$ cat config.mk
export PLATFORM = sky130hd
export DESIGN_NAME = controle_multiciclo
export DESIGN_NICKNAME = d
export VERILOG_FILES = /design/src/rtl/controle_multiciclo.sv
export SDC_FILE = /design/constraint.sdc
export NUM_CORES = 1
export LEC_CHECK = 0
export ABC_CLOCK_PERIOD_IN_PS = 1500
export CAP_MARGIN = 20
export CORE_MARGIN = 1.5
export CORE_UTILIZATION = 35
export DETAILED_ROUTE_END_ITERATION = 8
export PLACE_DENSITY = 0.73
export SLEW_MARGIN = 20
export SYNTH_ARGS = -nofsm -noshare
export SYNTH_HDL_FRONTEND = slang
export SYNTH_SLANG_ARGS = --single-unit
export TNS_END_PERCENT = 5
$ cat constraint.sdc
create_clock -name clk -period 1.5 [get_ports clk]
set_input_delay 0.3 -clock clk [delete_from_list [all_inputs] [get_ports clk]]
set_output_delay 0.3 -clock clk [all_outputs]
set_load 0.03 [all_outputs]
$ cat src/rtl/controle_multiciclo.sv
// Multicycle control FSM for the MIPS-subset datapath (shared ALU, unified memory port).
// Optional retired-instruction counter on port instr_count when MC_PERF_CNT_EN is defined.
module controle_multiciclo #(
   parameter int OPW  = 6,
   parameter int ST_W = 4
) (
   input  logic            clk,
   input  logic            rst,
   input  logic [OPW-1:0]  opcode,
   input  logic            mem_ready,
   output logic            PCWrite,
   output logic            PCWriteCond,
   output logic            BranchNe,
   output logic            IorD,
   output logic            MemRead,
   output logic            MemWrite,
   output logic            IRWrite,
   output logic            MemToReg,
   output logic            RegDst,
   output logic            RegWrite,
   output logic            WriteLink,
   output logic            ALUSrcA,
   output logic [1:0]      ALUSrcB,
   output logic [3:0]      ALUOp,
   output logic [1:0]      PCSource,
   output logic            illegal,
`ifdef MC_PERF_CNT_EN
   output logic [31:0]     instr_count,
`endif
   output logic [ST_W-1:0] state
);

   typedef enum logic [ST_W-1:0] {
      S_RESET  = 4'd0,
      S_FETCH  = 4'd1,
      S_DECODE = 4'd2,
      S_MEMADR = 4'd3,
      S_MEMRD  = 4'd4,
      S_MEMWB  = 4'd5,
      S_MEMWR  = 4'd6,
      S_EXEC_R = 4'd7,
      S_WB_R   = 4'd8,
      S_EXEC_I = 4'd9,
      S_WB_I   = 4'd10,
      S_BRANCH = 4'd11,
      S_JUMP   = 4'd12,
      S_TRAP   = 4'd13
   } state_t;

   localparam logic [OPW-1:0] OP_RTYPE = 6'b000000;
   localparam logic [OPW-1:0] OP_J     = 6'b000010;
   localparam logic [OPW-1:0] OP_JAL   = 6'b000011;
   localparam logic [OPW-1:0] OP_BEQ   = 6'b000100;
   localparam logic [OPW-1:0] OP_BNE   = 6'b000101;
   localparam logic [OPW-1:0] OP_ADDI  = 6'b001000;
   localparam logic [OPW-1:0] OP_SLTI  = 6'b001010;
   localparam logic [OPW-1:0] OP_SLTIU = 6'b001011;
   localparam logic [OPW-1:0] OP_ANDI  = 6'b001100;
   localparam logic [OPW-1:0] OP_ORI   = 6'b001101;
   localparam logic [OPW-1:0] OP_XORI  = 6'b001110;
   localparam logic [OPW-1:0] OP_LUI   = 6'b001111;
   localparam logic [OPW-1:0] OP_LW    = 6'b100011;
   localparam logic [OPW-1:0] OP_SW    = 6'b101011;

   state_t state_r;
   state_t next_s;

   // State register; rst forces RESET without waiting for a clock edge.
   always_ff @(posedge clk or posedge rst) begin
      if (rst) begin
         state_r <= S_RESET;
      end else begin
         state_r <= next_s;
      end
   end

   assign state = state_r;

   // Next-state and Moore output decode; only FETCH looks at mem_ready for its outputs.
   always_comb begin
      next_s      = S_FETCH;
      PCWrite     = 1'b0;
      PCWriteCond = 1'b0;
      BranchNe    = 1'b0;
      IorD        = 1'b0;
      MemRead     = 1'b0;
      MemWrite    = 1'b0;
      IRWrite     = 1'b0;
      MemToReg    = 1'b0;
      RegDst      = 1'b0;
      RegWrite    = 1'b0;
      WriteLink   = 1'b0;
      ALUSrcA     = 1'b0;
      ALUSrcB     = 2'b00;
      ALUOp       = 4'b0000;
      PCSource    = 2'b00;
      illegal     = 1'b0;
      case (state_r)
         S_RESET: begin
            next_s = S_FETCH;
         end
         S_FETCH: begin
            MemRead = 1'b1;
            ALUSrcB = 2'b01;
            IRWrite = mem_ready;
            PCWrite = mem_ready;
            if (mem_ready) begin
               next_s = S_DECODE;
            end else begin
               next_s = S_FETCH;
            end
         end
         S_DECODE: begin
            // Speculative branch target goes into ALUOut while the opcode is decoded.
            ALUSrcB = 2'b11;
            case (opcode)
               OP_LW, OP_SW:   next_s = S_MEMADR;
               OP_RTYPE:       next_s = S_EXEC_R;
               OP_ADDI, OP_ANDI, OP_ORI, OP_XORI,
               OP_SLTI, OP_SLTIU, OP_LUI:
                               next_s = S_EXEC_I;
               OP_BEQ, OP_BNE: next_s = S_BRANCH;
               OP_J, OP_JAL:   next_s = S_JUMP;
               default:        next_s = S_TRAP;
            endcase
         end
         S_MEMADR: begin
            ALUSrcA = 1'b1;
            ALUSrcB = 2'b10;
            case (opcode)
               OP_LW:   next_s = S_MEMRD;
               OP_SW:   next_s = S_MEMWR;
               default: next_s = S_TRAP;
            endcase
         end
         S_MEMRD: begin
            MemRead = 1'b1;
            IorD    = 1'b1;
            if (mem_ready) begin
               next_s = S_MEMWB;
            end else begin
               next_s = S_MEMRD;
            end
         end
         S_MEMWB: begin
            RegWrite = 1'b1;
            MemToReg = 1'b1;
            next_s   = S_FETCH;
         end
         S_MEMWR: begin
            MemWrite = 1'b1;
            IorD     = 1'b1;
            if (mem_ready) begin
               next_s = S_FETCH;
            end else begin
               next_s = S_MEMWR;
            end
         end
         S_EXEC_R: begin
            ALUSrcA = 1'b1;
            ALUOp   = 4'b1111;
            next_s  = S_WB_R;
         end
         S_WB_R: begin
            RegWrite = 1'b1;
            RegDst   = 1'b1;
            next_s   = S_FETCH;
         end
         S_EXEC_I: begin
            ALUSrcA = 1'b1;
            ALUSrcB = 2'b10;
            case (opcode)
               OP_ANDI:  ALUOp = 4'b0101;
               OP_ORI:   ALUOp = 4'b0110;
               OP_XORI:  ALUOp = 4'b0111;
               OP_SLTI:  ALUOp = 4'b0011;
               OP_SLTIU: ALUOp = 4'b0100;
               OP_LUI:   ALUOp = 4'b1000;
               default:  ALUOp = 4'b0000;
            endcase
            next_s = S_WB_I;
         end
         S_WB_I: begin
            RegWrite = 1'b1;
            next_s   = S_FETCH;
         end
         S_BRANCH: begin
            ALUSrcA     = 1'b1;
            PCWriteCond = 1'b1;
            PCSource    = 2'b01;
            if (opcode == OP_BNE) begin
               ALUOp    = 4'b0010;
               BranchNe = 1'b1;
            end else begin
               ALUOp    = 4'b0001;
               BranchNe = 1'b0;
            end
            next_s = S_FETCH;
         end
         S_JUMP: begin
            PCWrite  = 1'b1;
            PCSource = 2'b10;
            if (opcode == OP_JAL) begin
               RegWrite  = 1'b1;
               WriteLink = 1'b1;
            end else begin
               RegWrite  = 1'b0;
               WriteLink = 1'b0;
            end
            next_s = S_FETCH;
         end
         S_TRAP: begin
            illegal = 1'b1;
            next_s  = S_TRAP;
         end
         default: begin
            next_s = S_FETCH;
         end
      endcase
   end

`ifdef MC_PERF_CNT_EN
   logic [31:0] instr_count_r;

   // Counts completed fetches; wraps naturally and cannot advance once trapped.
   always_ff @(posedge clk or posedge rst) begin
      if (rst) begin
         instr_count_r <= 32'd0;
      end else if ((state_r == S_FETCH) && mem_ready) begin
         instr_count_r <= instr_count_r + 32'd1;
      end else begin
         instr_count_r <= instr_count_r;
      end
   end

   assign instr_count = instr_count_r;
`endif

endmodule

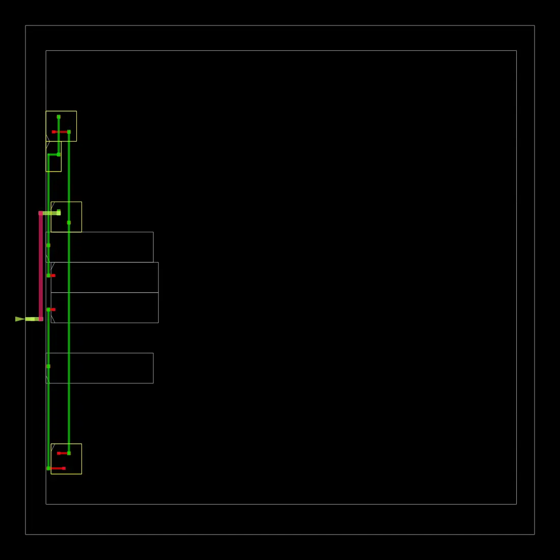
Run 1: clock nets
clk sinks: 4
Layout Skew: 0.00488 ns
CTS buffer count: 3

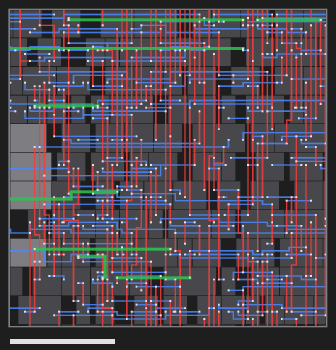
Run 1: a small window of the routed layout
Scale bar: 10 um. Window x 8 to 38, y 8 to 38 um. Cells in gray, sequential cells in the stronger gray; small squares are vias.
Key: red = M2; green = M3; blue = M1
Sequential cells in the window: 0. Most frequent: buf_4 (29), nand2_1 (5), a21oi_1 (5). 100 logic cells have their middle in the window.

==> ci_impl_report.md, run 1 <==
### Yosys + OpenROAD results

| Metric | Value |
|---|---|
| Status | `finished, violations left` |
| Failing checks | `negative setup slack` |
| Chip width | `45.8 um` |
| Total track usage | `26.7%` |
| Synth warn | `0` |
| Post-Place Worst Slack | `-0.620 ns` |
| Critical path endpoint | `ALUOp[0]` |
| Post-layout min period | `1.85 ns` |
| Post-Syn Area | `~640 sq um` |
| Setup WS post-layout | `-0.354 ns` |
| MI comb cells | `~79` |
| CTS Hold Buffers Added | `0` |
| Static Leak | `0.664 nW` |
| Final setup viols | `24` |
| Final Hold Slack | `0.244 ns` |
| Most numerous logic cells after layout | `buf_4 (50), buf_6 (17), nor2_1 (9)` |
| Combinational share of cell area | `about 43%` |
| Syn avg cell area | `6.60 sq um` |
| Setup_tns | `-3.64 ns` |
| Die H | `45.8 um` |
| Final #Nets | `178` |
| EDFF count, synth | `0` |
| Worst IR Drop VDD | `~1.5 mV` |
| Area fraction in and, or, nand and nor cells | `40.8%` |
| Cells in synth_stat.txt | `between 90 and 100` |
| Share of layout cells above drive strength 1 | `around 63%` |
| Hold Crit Class | `in -> async` |
| Vias in the first global route | `roughly 950` |
| IO Port Bufs | `33` |
| Slew @ Worst Pin | `0.388 ns` |
| Final-layout clock buffer total | `4` |
| Worst path slowest cell | `dfrtp_2` |
| Syn-to-layout area delta | `121%` |
| Mapped Cells | `approximately 97` |
| Clock transition at path regs | `0.04 ns` |
| Yosys cell types | `38` |
| 1st-iter DRT viols | `21` |
| Flip-flop count of the largest register after layout | `4` |
| CP Data Required Time | `about 1.2 ns` |
| Crit end category | `output port` |
| Fraction of area in clock buffers and inverters | `1.85%` |
| H-tree levels | `1` |
| Fmax | `0.539 GHz` |
| Pwr Density | `1810 nW/um^2` |
| Antenna cells | `0` |
| XORs/XNORs by Area | `2.73%` |
| Area leader share | `15.6%` |
| NonClk Buf Share | `44.0%` |
| Final Hold Viols | `0` |
| Sequential cell area share | `7.41%` |
| Most instantiated logic cell after routing | `buf_4` |
| Slew Limit Fails | `0` |
| Log Warnings | `29` |
| Seq/Total Area, Yosys | `15.6%` |
| Inverter count | `6` |
| Initial antenna violation count | `0` |
| Adder Area Share | `0%` |
| Non-filler instance count after layout | `193` |
| CTS max path bufs | `2` |
| Antenna Nets Post-Route | `0` |
| Worst R2R Path Depth | `5` |
| Unrepaired setup endpoints after global routing | `true` |
| FP Util | `37.1%` |
| Main logic family | `simple AND/OR/NAND/NOR gates` |
| Root buf cell | `clkbuf_4` |
| Slowest stage delay, CP | `about 0.4 ns` |
| Reg2reg end | `state[0]$_DFF_PP0_` |
| Reg2reg start | `state[3]$_DFF_PP0_` |
| Post-synthesis async set-or-reset flop share | `100%` |
| Count of flip-flops and latches | `4` |
| CP Launch Type | `register` |
| Floorplan row count | `15` |
| AO/OA Area Share | `approximately 29%` |
| Clock tree from TritonCTS | `yes` |
| Core area | `1730 sq um` |
| Placer Congestion | `0.935` |
| GRT overflow | `0` |
| Non-clk bufs | `between 70 and 80` |
| Slew HR | `about three quarters` |
| Comb. cell area | `~610 sq um` |
| Vias | `approximately 1000` |
| Number of tapcells | `25` |
| I/O pins | `34` |
| Top area cell types | `dfrtp_1 (16%), nor2_1 (10%), nand2b_1 (5.9%)` |
| First-pass GRT wire length | `3990 um` |
| DP Area | `1250 sq um` |
| CP max FO | `4` |
| Largest net degree at the start of global routing | `14` |
| FF-to-FF setup slack | `0.04 ns` |
| Yosys reg bits | `4` |
| Max-cap viol count | `0` |
| Drt first pass iters | `4` |
| Mux contribution to synthesized area | `1.56%` |
| Critical Path AT | `1.55 ns` |
| Setup crit start | `state[2]$_DFF_PP0_` |
| Cell Count Post-Placement | `185` |
| Detailed Place HPWL | `1920 um` |
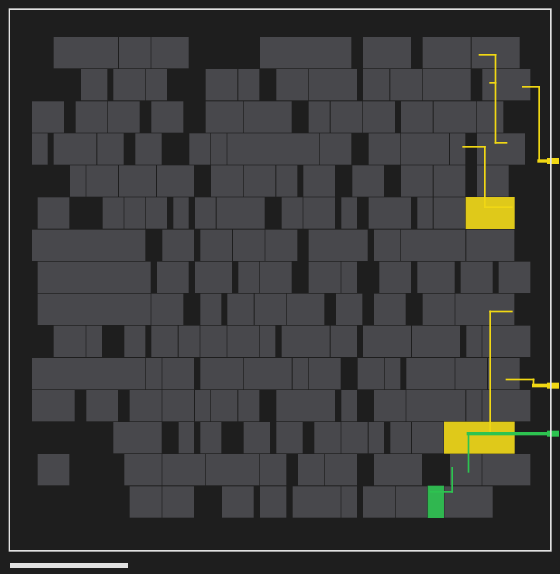
Run 1: port wiring
Scale bar: 10 um.
Key: yellow = `PCSource` [bits 2, direction output, edge right, end cells 2, buffers 3, wire 43.8 um]; green = `ALUSrcA` [bits 1, direction output, edge right, end cells 1, buffers 1, wire 13.8 um]

[run 1: cells in the mapped netlist, types with 2 or more instances]
library cell / n
a21oi_1: 5
or2_1: 2
nor2_1: 17
inv_1: 3
nand4_1: 2
a211o_1: 2
o21ai_1: 3
nor3_1: 4
o211ai_1: 3
o21ai_0: 2
dfrtp_1: 4
nand3_1: 2
o22ai_1: 3
nor2b_1: 3
nand2b_1: 6
buf_4: 2
buf_2: 4
nand2_1: 6
a21boi_0: 2
a31oi_1: 2
inv_2: 3
[run 1: worst max-delay path, delay by kind of cell, from the launching register on]
kind	cells	cell delay (ns)
AND-OR/OR-AND	1	0.27
buffers and inverters	2	0.26
flip-flops	1	0.41
AND/OR/NAND/NOR	2	0.38
[run 1: report_power, final]
group / switching, mW / internal, mW / total (mW)
logic: 1.17 / 0.995 / 2.17
clock network: 0.0453 / 0.0999 / 0.145
registers: 0.0908 / 0.164 / 0.255
total: 1.31 / 1.26 / 2.57
[run 1: repair_timing]
item / CTS / global route
gates resized: 36 / 13
cloned: 0 / 0
pin swaps: 9 / 9
setup buffers: 3 / 1
endpoints found under the setup margin: 26 / 24
[run 1: layer usage]
metal | track usage, % | vias up | share of wire (%)
met3 | 3.17 | 2 | 4.9
met1 | 33.4 | 497 | 42
met4 | 10.9 | 0 | 0.33
li1 | - | 493 | -
met5 | 0 | - | 0
met2 | 46.2 | 33 | 52
[run 1: how the worst min path moves through the flow]
stage	end	depth (start not counted)	slack, ns	start
floorplan	state[1]$_DFF_PP0_	1	0.07	rst
global placement	state[1]$_DFF_PP0_	2	0.48	rst
detailed placement	state[1]$_DFF_PP0_	2	0.50	rst
CTS	state[2]$_DFF_PP0_	2	0.24	rst
global route	state[3]$_DFF_PP0_	2	0.27	rst
finish	state[2]$_DFF_PP0_	2	0.24	rst
==> run 1 -> run 2 <==
--- a/config.mk
+++ b/config.mk
@@ -9,6 +9,7 @@
 export CAP_MARGIN = 20
 export CORE_MARGIN = 1.5
 export CORE_UTILIZATION = 35
+export CTS_CLUSTER_SIZE = 28
 export DETAILED_ROUTE_END_ITERATION = 8
 export PLACE_DENSITY = 0.73
 export SLEW_MARGIN = 20
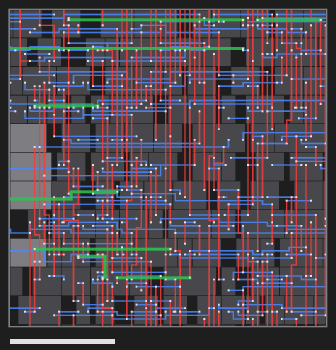
Run 2: a small window of the routed layout
Scale bar: 10 um. Window x 8 to 38, y 8 to 38 um. Cells in gray, sequential cells in the stronger gray; small squares are vias.
Key: red = M2; green = M3; blue = M1
Most frequent: buf_4 (29), nand2_1 (5), a21oi_1 (5). Sequential cells in the window: 0. 100 logic cells have their middle in the window.

==> run 2 against run 1 <==
Net effect: the flow still finishes with violations (negative setup slack); flip-flop count is the same; critical path depth is the same; non-clock buffer count is the same; clock power is essentially flat; sequential power is essentially flat; combinational power is essentially flat; sequential share of layout area is the same; count of clock-buffer cells in the layout is the same; power is the same; maximum frequency is the same; via count is the same; critical path type unchanged; largest cell class unchanged; largest power group unchanged.
==> ci_impl_report.md, run 2 <==
### Yosys + OpenROAD results

| Metric | Value |
|---|---|
| Synth warn | `0 (unchanged)` |
| Mapped Cells | `97 (unchanged)` |
| Failing checks | `negative setup slack` |
| Status | `finished, violations left` |
| Worst IR Drop VDD | `1.54 mV (unchanged)` |
| Hold Crit Class | `in -> async` |
| Internal | `1.26 mW (unchanged)` |
| Most instantiated logic cell after routing | `buf_4` |
| Final Hold Viols | `0 (unchanged)` |
| Die H | `45.8 um (unchanged)` |
| Slew HR | `74.0% (unchanged)` |
| Pwr Density | `1810 nW/um^2 (unchanged)` |
| Chip width | `45.8 um (unchanged)` |
| Clock tree from TritonCTS | `yes` |
| Most frequent cells after synthesis | `nor2_1 (17), nand2_1 (6), nand2b_1 (6)` |
| Critical Path AT | `1.55 ns (about the same)` |
| Drt first pass iters | `4 (unchanged)` |
| Final Power | `2.57 mW` |
| Power Sequential | `0.255 mW (about the same)` |
| Logic pwr share | `84.4% (about the same)` |
| FP Util | `37.1% (unchanged)` |
| Max Used Layer | `met4` |
| Net Sw Frac | `51.0% (unchanged)` |
| H-tree levels | `1 (unchanged)` |
| Post-synthesis async set-or-reset flop share | `100% (unchanged)` |
| Met1 usage | `33.4% (unchanged)` |
| Static Leak | `0.664 nW (unchanged)` |
| Flop pwr share | `9.9% (about the same)` |
| Setup WS post-layout | `-0.354 ns (unchanged)` |
| Clock transition at path regs | `0.04 ns (about the same)` |
| I/O pins | `34 (unchanged)` |
| Psw | `1.31 mW (unchanged)` |
| Met1 WL | `1150 um (unchanged)` |
| CTS buffer count | `3 (unchanged)` |
| Root buf cell | `clkbuf_4` |
| Placer Congestion | `0.935 (unchanged)` |
| Final Hold Slack | `0.244 ns (unchanged)` |
| Vias | `1025 (unchanged)` |
| Layout Skew | `0.00488 ns (unchanged)` |
| Slew @ Worst Pin | `0.388 ns (unchanged)` |
| Met2 WL post-DR | `1420 um (unchanged)` |
| CP max FO | `4 (unchanged)` |
| Worst R2R Path Depth | `5 (unchanged)` |
| Post-Syn Area | `641 sq um (unchanged)` |
| Synth top cell by count | `nor2_1` |
| Total track usage | `26.7% (unchanged)` |
| Largest net degree at the start of global routing | `14 (unchanged)` |
| Share of layout cells above drive strength 1 | `62.5% (unchanged)` |
| First-pass GRT wire length | `3990 um (unchanged)` |
| Crit end category | `output port` |
| Top area cell types | `dfrtp_1 (16%), nor2_1 (10%), nand2b_1 (5.9%)` |
| Detailed Place HPWL | `1920 um (unchanged)` |
| Post-layout min period | `1.85 ns (unchanged)` |
| Initial antenna violation count | `0 (unchanged)` |
| Antenna cells | `0 (unchanged)` |
| Syn avg cell area | `6.60 sq um (unchanged)` |
| Max-cap viol count | `0 (unchanged)` |
| CTS max path bufs | `2 (unchanged)` |
| Core area | `1730 sq um (unchanged)` |
| FF-to-FF setup slack | `0.04 ns (about the same)` |
| Floorplan row count | `15 (unchanged)` |
| EDFF count, synth | `0 (unchanged)` |
| Vias in the first global route | `945 (unchanged)` |
| Antenna Nets Post-Route | `0 (unchanged)` |
| Slew Limit Fails | `0 (unchanged)` |
| Busiest layer in global routing | `met2` |
| DR WL met3 | `132 um (unchanged)` |
| Seq/Total Area, Yosys | `15.6% (unchanged)` |
| Reg2reg end | `state[0]$_DFF_PP0_` |
| Reg2reg start | `state[3]$_DFF_PP0_` |
| Clk sinks | `4 (unchanged)` |
| Met2 usage | `46.2% (unchanged)` |
| Final setup viols | `24 (unchanged)` |
| Setup crit start | `state[2]$_DFF_PP0_` |
| Flip-flop count of the largest register after layout | `4 (unchanged)` |
| Clk network pwr share | `5.7% (about the same)` |
| Fmax | `0.539 GHz (unchanged)` |
| Setup_tns | `-3.64 ns (unchanged)` |
| Yosys cell types | `38 (unchanged)` |
| Syn-to-layout area delta | `121% (unchanged)` |
| CP Launch Type | `register` |
| GRT overflow | `0 (unchanged)` |
| DP Area | `1250 sq um (unchanged)` |
| Unrepaired setup endpoints after global routing | `true` |
| Most numerous logic cells after layout | `buf_4 (50), buf_6 (17), nor2_1 (9)` |
| Clock Power | `0.145 mW (about the same)` |
| 1st-iter DRT viols | `21 (unchanged)` |
| GR Util met3 | `3.17% (unchanged)` |
| Yosys reg bits | `4 (unchanged)` |
| P_comb | `2.17 mW (about the same)` |
| CP Data Required Time | `1.20 ns (about the same)` |
| Final #Nets | `178 (unchanged)` |
| IO Port Bufs | `33 (unchanged)` |
| Cells in synth_stat.txt | `97 (unchanged)` |
| Log Warnings | `29 (unchanged)` |
| Area leader share | `15.6% (unchanged)` |
run 2: how the worst max path moves through the flow:
stage / end / slack [ns] / depth (start not counted)
floorplan: ALUOp[0] / -0.31 / 5
global placement: RegWrite / -0.57 / 6
detailed placement: RegWrite / -0.62 / 6
CTS: ALUOp[1] / -0.31 / 5
global route: ALUOp[0] / -0.42 / 5
finish: ALUOp[0] / -0.35 / 5
run 2: metrics by stage:
stage	util [%]	setup WS, ns	std cells
3_5_place_dp	72.7	-0.620	185
5_1_grt	82.1	-0.422	193
3_3_place_gp	72.7	-0.573	185
4_1_cts	81.4	-0.314	192
6_report	82.1	-0.354	193
2_1_floorplan	-	-0.308	97
run 2: critical path, stage by stage, from the launching register on:
cell	delay, ns
dfrtp_2	0.41
nand2b_4	0.15
inv_2	0.06
nand4_1	0.23
o211ai_1	0.27
buf_4	0.20
run 2: what timing repair did:
| item | 4_1_cts | 5_1_grt |
|---|---|---|
| gates resized | 36 | 13 |
| buffers inserted | 3 | 1 |
| hold buffers | 0 | 0 |
| setup endpoints to repair | 26 | 24 |
| pin swaps | 9 | 9 |
run 2: kinds of logic (layout without fill, tap and decap cells):
group                  after synthesis  count (layout)  synth area share, %
flip-flops                           4               4                 15.6
XOR/XNOR                             2               2                 2.73
buffers and inverters               14              85                 10.2
AND-OR/OR-AND                       28              28                 29.1
AND/OR/NAND/NOR                     48              48                 40.8
multiplexers                         1               1                 1.56
run 2: layout make-up:
type | count | area, sq um | area share (%)
tap | 25 | 31.3 | 2.21
multi-input combinational | 79 | 608 | 42.9
sequential | 4 | 105 | 7.41
clock buffer | 4 | 26.3 | 1.85
timing repair buffer | 75 | 624 | 44.0
inverter | 6 | 22.5 | 1.59
Power and IR drop assume default switching activity.
